===== config.mk =====
export PLATFORM = sky130hd
export DESIGN_NAME = tag_bank_scheduler_flat
export DESIGN_NICKNAME = d
export VERILOG_FILES = /design/src/rtl/tag_bank_scheduler_if.sv /design/src/rtl/tag_bank_scheduler.sv /design/src/flat_wrapper.sv
export SDC_FILE = /design/constraint.sdc
export NUM_CORES = 1
export LEC_CHECK = 0
export ABC_AREA = 1
export ABC_CLOCK_PERIOD_IN_PS = 1700
export CAP_MARGIN = 30
export CORE_MARGIN = 5
export CORE_UTILIZATION = 28
export DETAILED_ROUTE_END_ITERATION = 8
export HOLD_SLACK_MARGIN = 0.08
export PLACE_DENSITY = 0.82
export SLEW_MARGIN = 20
export SYNTH_ARGS = -nofsm -noshare
export SYNTH_HDL_FRONTEND = slang
export SYNTH_SLANG_ARGS = --single-unit

===== constraint.sdc =====
create_clock -name clk -period 1.7 [get_ports clk]
set_input_delay 0.255 -clock clk [delete_from_list [all_inputs] [get_ports clk]]
set_output_delay 0.255 -clock clk [all_outputs]
set_load 0.005 [all_outputs]

===== src/rtl/tag_bank_scheduler_if.sv =====
// Signal bundle between tag_bank_scheduler, its lookup/write/flush clients and the dual-port tag RAM.
// slave: the scheduler's view; master: the client/RAM side.
interface tag_bank_scheduler_if #(
    parameter int unsigned WIDTH = 32,
    parameter int unsigned LINES = 512
);
    localparam int unsigned AW = $clog2(LINES);

    logic             lookup_valid;
    logic             lookup_ready;
    logic [AW-1:0]    lookup_addr;
    logic             lookup_resp_valid;
    logic [WIDTH-1:0] lookup_resp_data;

    logic             inval_valid;
    logic             inval_ready;
    logic [AW-1:0]    inval_addr;
    logic [WIDTH-1:0] inval_data;

    logic             fill_valid;
    logic             fill_ready;
    logic [AW-1:0]    fill_addr;
    logic [WIDTH-1:0] fill_data;

    logic             flush_req;
    logic             flush_done;
    logic             busy;

    logic             ram_en_a;
    logic [AW-1:0]    ram_addr_a;
    logic [WIDTH-1:0] ram_data_out_a;
    logic             ram_en_b;
    logic             ram_wen_b;
    logic [AW-1:0]    ram_addr_b;
    logic [WIDTH-1:0] ram_data_b;

    modport slave (
        input  lookup_valid, lookup_addr,
        input  inval_valid, inval_addr, inval_data,
        input  fill_valid, fill_addr, fill_data,
        input  flush_req, ram_data_out_a,
        output lookup_ready, lookup_resp_valid, lookup_resp_data,
        output inval_ready, fill_ready, flush_done, busy,
        output ram_en_a, ram_addr_a, ram_en_b, ram_wen_b, ram_addr_b, ram_data_b
    );

    modport master (
        output lookup_valid, lookup_addr,
        output inval_valid, inval_addr, inval_data,
        output fill_valid, fill_addr, fill_data,
        output flush_req, ram_data_out_a,
        input  lookup_ready, lookup_resp_valid, lookup_resp_data,
        input  inval_ready, fill_ready, flush_done, busy,
        input  ram_en_a, ram_addr_a, ram_en_b, ram_wen_b, ram_addr_b, ram_data_b
    );
endinterface


===== src/rtl/tag_bank_scheduler.sv =====
// Tag bank controller: clear sweep, inval>fill write arbitration on port B, lookups on port A.
// Optional macro TAG_BANK_SCHED_BYPASS_EN forwards same-line write data instead of stalling the lookup.
module tag_bank_scheduler #(
    parameter int unsigned WIDTH = 32,
    parameter int unsigned LINES = 512
) (
    input logic                  clk,
    input logic                  rst,
    tag_bank_scheduler_if.slave  bus
);
    localparam int unsigned AW = $clog2(LINES);

    typedef enum logic {SWEEP, READY} state_t;

    state_t           state, state_nxt;
    logic [AW-1:0]    sweep_ctr, sweep_ctr_nxt;
    logic             flush_done_q, flush_done_nxt;
    logic             resp_valid_q;
    logic             inval_ready, fill_ready, lookup_ready;
    logic             wr_grant, port_b_en, lookup_accept;
    logic [AW-1:0]    wr_addr;
    logic [WIDTH-1:0] wr_data;

    always_ff @(posedge clk or negedge rst) begin
        if (!rst) begin
            state        <= SWEEP;
            sweep_ctr    <= '0;
            flush_done_q <= 1'b0;
            resp_valid_q <= 1'b0;
        end else begin
            state        <= state_nxt;
            sweep_ctr    <= sweep_ctr_nxt;
            flush_done_q <= flush_done_nxt;
            resp_valid_q <= lookup_accept;
        end
    end

    // Next state, sweep writes and write arbitration.
    always_comb begin
        state_nxt      = state;
        sweep_ctr_nxt  = sweep_ctr;
        flush_done_nxt = 1'b0;
        inval_ready    = 1'b0;
        fill_ready     = 1'b0;
        wr_grant       = 1'b0;
        port_b_en      = 1'b0;
        wr_addr        = sweep_ctr;
        wr_data        = '0;
        case (state)
            SWEEP: begin
                port_b_en     = 1'b1;
                sweep_ctr_nxt = sweep_ctr + AW'(1);
                if (sweep_ctr == AW'(LINES - 1)) begin
                    state_nxt      = READY;
                    flush_done_nxt = 1'b1;
                end
            end
            READY: begin
                inval_ready = 1'b1;
                fill_ready  = !bus.inval_valid;
                if (bus.inval_valid) begin
                    wr_grant = 1'b1;
                    wr_addr  = bus.inval_addr;
                    wr_data  = bus.inval_data;
                end else if (bus.fill_valid) begin
                    wr_grant = 1'b1;
                    wr_addr  = bus.fill_addr;
                    wr_data  = bus.fill_data;
                end
                port_b_en = wr_grant;
                if (bus.flush_req) begin
                    state_nxt     = SWEEP;
                    sweep_ctr_nxt = '0;
                end
            end
            default: state_nxt = SWEEP;
        endcase
    end

`ifdef TAG_BANK_SCHED_BYPASS_EN
    logic             hit_q;
    logic [WIDTH-1:0] fwd_q;

    assign lookup_ready = (state == READY);

    // Same-cycle same-line write: the RAM read is undefined, so remember the write value.
    always_ff @(posedge clk or negedge rst) begin
        if (!rst) begin
            hit_q <= 1'b0;
            fwd_q <= '0;
        end else begin
            hit_q <= lookup_accept && wr_grant && (wr_addr == bus.lookup_addr);
            fwd_q <= wr_data;
        end
    end

    assign bus.lookup_resp_data = !resp_valid_q ? '0 : (hit_q ? fwd_q : bus.ram_data_out_a);
`else
    // Stall a lookup that would read the line being written this cycle.
    assign lookup_ready = (state == READY) && !(wr_grant && (wr_addr == bus.lookup_addr));
    assign bus.lookup_resp_data = resp_valid_q ? bus.ram_data_out_a : '0;
`endif

    assign lookup_accept         = bus.lookup_valid && lookup_ready;
    assign bus.lookup_ready      = lookup_ready;
    assign bus.lookup_resp_valid = resp_valid_q;
    assign bus.inval_ready       = inval_ready;
    assign bus.fill_ready        = fill_ready;
    assign bus.flush_done        = flush_done_q;
    assign bus.busy              = (state == SWEEP);
    assign bus.ram_en_a          = lookup_accept;
    assign bus.ram_addr_a        = bus.lookup_addr;
    assign bus.ram_en_b          = port_b_en;
    assign bus.ram_wen_b         = port_b_en;
    assign bus.ram_addr_b        = wr_addr;
    assign bus.ram_data_b        = wr_data;
endmodule

===== src/flat_wrapper.sv =====
// flat-port wrapper written by rule: the top's interface ports become plain ports
module tag_bank_scheduler_flat 
#(
    parameter int unsigned WIDTH = 32,
    parameter int unsigned LINES = 512
)
  (clk, rst, bus_lookup_valid, bus_lookup_addr, bus_inval_valid, bus_inval_addr, bus_inval_data, bus_fill_valid, bus_fill_addr, bus_fill_data, bus_flush_req, bus_ram_data_out_a, bus_lookup_ready, bus_lookup_resp_valid, bus_lookup_resp_data, bus_inval_ready, bus_fill_ready, bus_flush_done, bus_busy, bus_ram_en_a, bus_ram_addr_a, bus_ram_en_b, bus_ram_wen_b, bus_ram_addr_b, bus_ram_data_b);
  tag_bank_scheduler_if #(.WIDTH(WIDTH), .LINES(LINES)) bus_i ();
  input logic clk;
  input logic rst;
  input wire logic [$bits(bus_i.lookup_valid)-1:0] bus_lookup_valid;
  input wire logic [$bits(bus_i.lookup_addr)-1:0] bus_lookup_addr;
  input wire logic [$bits(bus_i.inval_valid)-1:0] bus_inval_valid;
  input wire logic [$bits(bus_i.inval_addr)-1:0] bus_inval_addr;
  input wire logic [$bits(bus_i.inval_data)-1:0] bus_inval_data;
  input wire logic [$bits(bus_i.fill_valid)-1:0] bus_fill_valid;
  input wire logic [$bits(bus_i.fill_addr)-1:0] bus_fill_addr;
  input wire logic [$bits(bus_i.fill_data)-1:0] bus_fill_data;
  input wire logic [$bits(bus_i.flush_req)-1:0] bus_flush_req;
  input wire logic [$bits(bus_i.ram_data_out_a)-1:0] bus_ram_data_out_a;
  output wire logic [$bits(bus_i.lookup_ready)-1:0] bus_lookup_ready;
  output wire logic [$bits(bus_i.lookup_resp_valid)-1:0] bus_lookup_resp_valid;
  output wire logic [$bits(bus_i.lookup_resp_data)-1:0] bus_lookup_resp_data;
  output wire logic [$bits(bus_i.inval_ready)-1:0] bus_inval_ready;
  output wire logic [$bits(bus_i.fill_ready)-1:0] bus_fill_ready;
  output wire logic [$bits(bus_i.flush_done)-1:0] bus_flush_done;
  output wire logic [$bits(bus_i.busy)-1:0] bus_busy;
  output wire logic [$bits(bus_i.ram_en_a)-1:0] bus_ram_en_a;
  output wire logic [$bits(bus_i.ram_addr_a)-1:0] bus_ram_addr_a;
  output wire logic [$bits(bus_i.ram_en_b)-1:0] bus_ram_en_b;
  output wire logic [$bits(bus_i.ram_wen_b)-1:0] bus_ram_wen_b;
  output wire logic [$bits(bus_i.ram_addr_b)-1:0] bus_ram_addr_b;
  output wire logic [$bits(bus_i.ram_data_b)-1:0] bus_ram_data_b;
  assign bus_i.lookup_valid = bus_lookup_valid;
  assign bus_i.lookup_addr = bus_lookup_addr;
  assign bus_i.inval_valid = bus_inval_valid;
  assign bus_i.inval_addr = bus_inval_addr;
  assign bus_i.inval_data = bus_inval_data;
  assign bus_i.fill_valid = bus_fill_valid;
  assign bus_i.fill_addr = bus_fill_addr;
  assign bus_i.fill_data = bus_fill_data;
  assign bus_i.flush_req = bus_flush_req;
  assign bus_i.ram_data_out_a = bus_ram_data_out_a;
  assign bus_lookup_ready = bus_i.lookup_ready;
  assign bus_lookup_resp_valid = bus_i.lookup_resp_valid;
  assign bus_lookup_resp_data = bus_i.lookup_resp_data;
  assign bus_inval_ready = bus_i.inval_ready;
  assign bus_fill_ready = bus_i.fill_ready;
  assign bus_flush_done = bus_i.flush_done;
  assign bus_busy = bus_i.busy;
  assign bus_ram_en_a = bus_i.ram_en_a;
  assign bus_ram_addr_a = bus_i.ram_addr_a;
  assign bus_ram_en_b = bus_i.ram_en_b;
  assign bus_ram_wen_b = bus_i.ram_wen_b;
  assign bus_ram_addr_b = bus_i.ram_addr_b;
  assign bus_ram_data_b = bus_i.ram_data_b;
  tag_bank_scheduler #(.WIDTH(WIDTH), .LINES(LINES)) u_core (.clk(clk), .rst(rst), .bus(bus_i));
endmodule

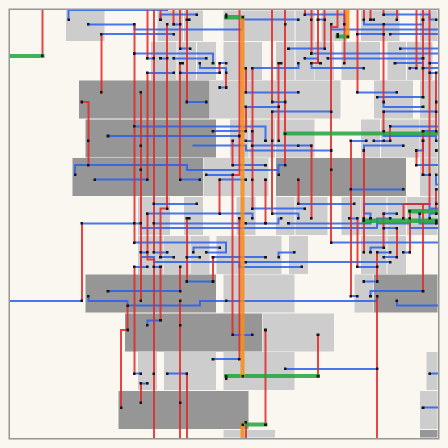
**Above:** a small window of the routed layout.
Window x 32 to 62, y 13 to 43 µm. Cells in grey, sequential cells in the stronger grey; small squares are vias.
[red] met2
[green] met3
[orange] met4
[blue] met1
netlist names of flops here include: `u_core.sweep_ctr` (5)
sequential cells in the window: 7
most frequent: inv_1 (10), nand2_1 (7), buf_4 (7)
cells with their middle in the window: 58

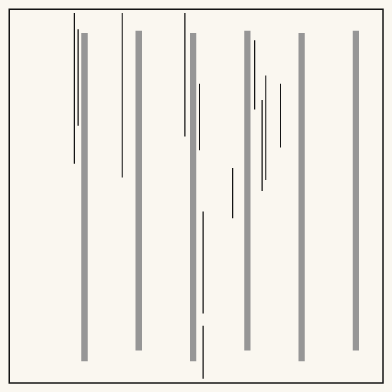
**Above:** the metal 4 layer.
(4 px per µm) Supply wires on this layer in grey.
wire length on this layer: 280 µm
main direction: vertical
share of all routed wire: 2.7%

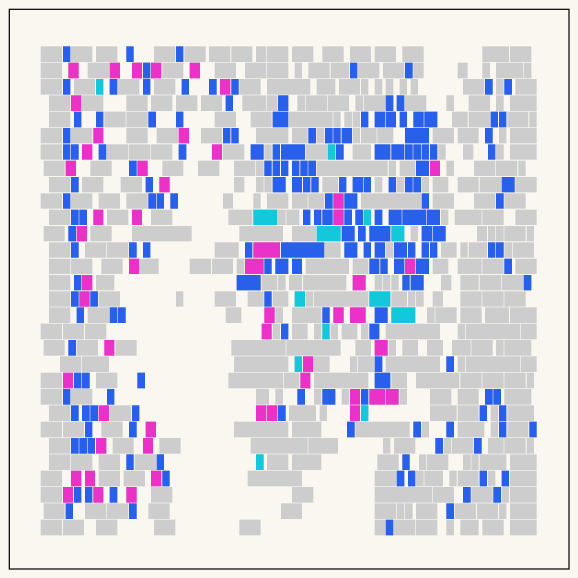
**Above:** selected gate families.
(6 px per µm)
[magenta] inverting AOI/OAI gates | cells: 52 | most used: a21oi_1
[cyan] NOR gates | cells: 13 | most used: nor2_1 | where: centre
[blue] NAND gates | cells: 188 | most used: nand2_1

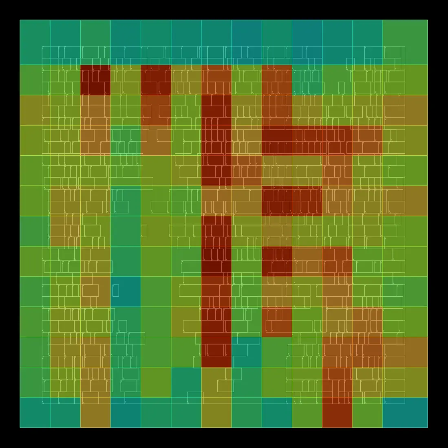
**Above:** congestion heat map.
DR WL/cell: 14.9 µm
busiest metal layer after global routing: met2
final design utilization: 70.5%

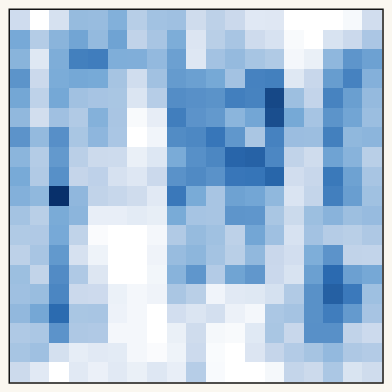
**Above:** wiring heat map.
(4 px per µm) The die is cut into 19 by 19 equal tiles; white is low, dark blue is high, scaled to the fullest tile. Values are wire area over tile area, all layers added.
mean over tiles: 0.21
emptiest ninth of the die: bottom centre
fullest tile: 0.59
nearly empty tiles: 5.0%
tiles over half the peak: 26%

==> power by group through the flow <==
stage               registers [µW]  clock network [µW]  logic (µW)
global route                   439                 338        1840
CTS                            433                 315        1620
detailed placement             436                   0        1520
global placement               427                   0        1480
floorplan                      423                   0         633
finish                         433                 308        1680
==> registers in the layout (all words and copies together), names as in the netlist <==
register,count
u_core.bus.lookup_resp_valid,1
u_core.sweep_ctr,9
u_core.state,1
u_core.bus.flush_done,1
==> what timing repair did <==
item,4_1_cts,5_1_grt
resized,85,53
endpoints found under the setup margin,52,68
setup buffers,9,6
pin swaps,22,10
gates cloned,5,1
==> routing by layer <==
metal	vias to the layer above	part of all wire [%]	routed length, µm
met5	-	0	0
met4	0	2.7	280
met3	25	11	1160
met2	215	52	5510
met1	1453	34	3560
li1	1613	-	-
==> area by class of cell <==
| class | instances | area share [%] |
|---|---|---|
| multi-input combinational | 256 | 26.0 |
| clock buffer | 4 | 1.16 |
| tap | 80 | 2.10 |
| inverter | 87 | 6.96 |
| timing repair buffer | 267 | 57.5 |
| sequential | 12 | 6.36 |
==> final timing paths <==
kind / startpoint / to / slack (ps) / cells past startpoint
setup / recovery: u_core.state / bus_ram_en_a / -360 / 12
hold / removal: rst / u_core.sweep_ctr[1] / 380 / 1
setup reg to reg: u_core.sweep_ctr[0] / u_core.sweep_ctr[8] / 0 / 12
hold reg to reg: u_core.sweep_ctr[8] / u_core.sweep_ctr[8] / 610 / 2
max in group asynchronous: rst / u_core.bus.lookup_resp_valid / 910 / 1
min in group clk: bus_lookup_valid / u_core.bus.lookup_resp_valid / 580 / 3
==> cell families after synthesis <==
family	after synthesis	synth area share (%)
AND-OR/OR-AND	52	14.5
buffers and inverters	115	26.0
AND/OR/NAND/NOR	202	42.6
adder cells (fa/ha/maj)	2	1.30
flip-flops	12	15.6
==> deck_impl_summary.md <==
Synthesis and Place & Route Summary

Die
  – Die H: 93.0 µm
  – Rows: 30
  – Die Wd: around 93 µm
  – Die area: between 0.008 and 0.009 mm²
  – Core area: roughly 0.0068 mm²

STA
  – Final hold vios: 0
  – Clk_skew: 2.63 ps
  – Worst Slack Setup Final: -360 ps
  – Period utilisation layout: 121%
  – Final setup violation count: 38
  – Max Fclk: approximately 490 MHz
  – Total negative slack: -8180 ps

Final layout
  – Fill count: 534
  – Layout area overhead: 147%
  – Antenna cells: 0
  – Fraction of layout cells with a size suffix above 1: between 15 and 20%
  – Dominant logic cell type in the layout: clkdlybuf4s50_1
  – Design area: approximately 0.0048 mm²
  – Most numerous logic cells after layout: 171 x clkdlybuf4s50_1, 147 x nand2_1, 84 x inv_1, 35 x a21oi_1, 30 x buf_4

Place
  – Cell Area, Placed: roughly 0.0043 mm²
  – Dpl ws: -962 ps
  – Placer Congestion: around 0.80
  – Placed Instances: a little under 700

Route
  – DRT iter0 DRCs: about 160
  – Via count: ~3.3k
  – Pre-antenna DRT Iters: 5
  – Post-route DRC: 0

Worst setup path
  – Crit Path Class: flop to primary output
  – Crit path max-delay family: simple AND/OR/NAND/NOR gates
  – Setup crit end kind: primary output

Global route
  – Initial antenna violation count: 0
  – Grt met1 use: between 20% and 30%
  – Total gr overflow: 0
  – GRT Util Overall: 21.6%
  – Largest net degree at the start of global routing: 34

Power and ir drop
  – Psw: 926 µW
  – Overall Power: between 2000 and 2500 µW
  – VDD IR-drop max: 0.329 mV
  – Sw Share: 38.2%
  – Clock group share of total power: between 10% and 20%
  – Pint: between 1000 and 1500 µW

Status
  – Status: finished with violations
  – Failing checks: setup timing

Yosys
  – Synth warnings: 0
  – Synth area leader: nand2_1
  – Unique masters post-synth: 25
  – Flip-flops with a built-in enable: 0
  – Number of standard cells reported by yosys: 383
  – Top area cell types: nand2_1 32%, inv_1 16%, dfrtp_1 16%

Clock tree
  – Clock Path Buffers: 2
  – Max H-tree Level: 1
  – TritonCTS buffer count: 3

Flow run
  – Max-cap violation count: 0
No activity file was given, so power comes from the tool's default toggle rates.
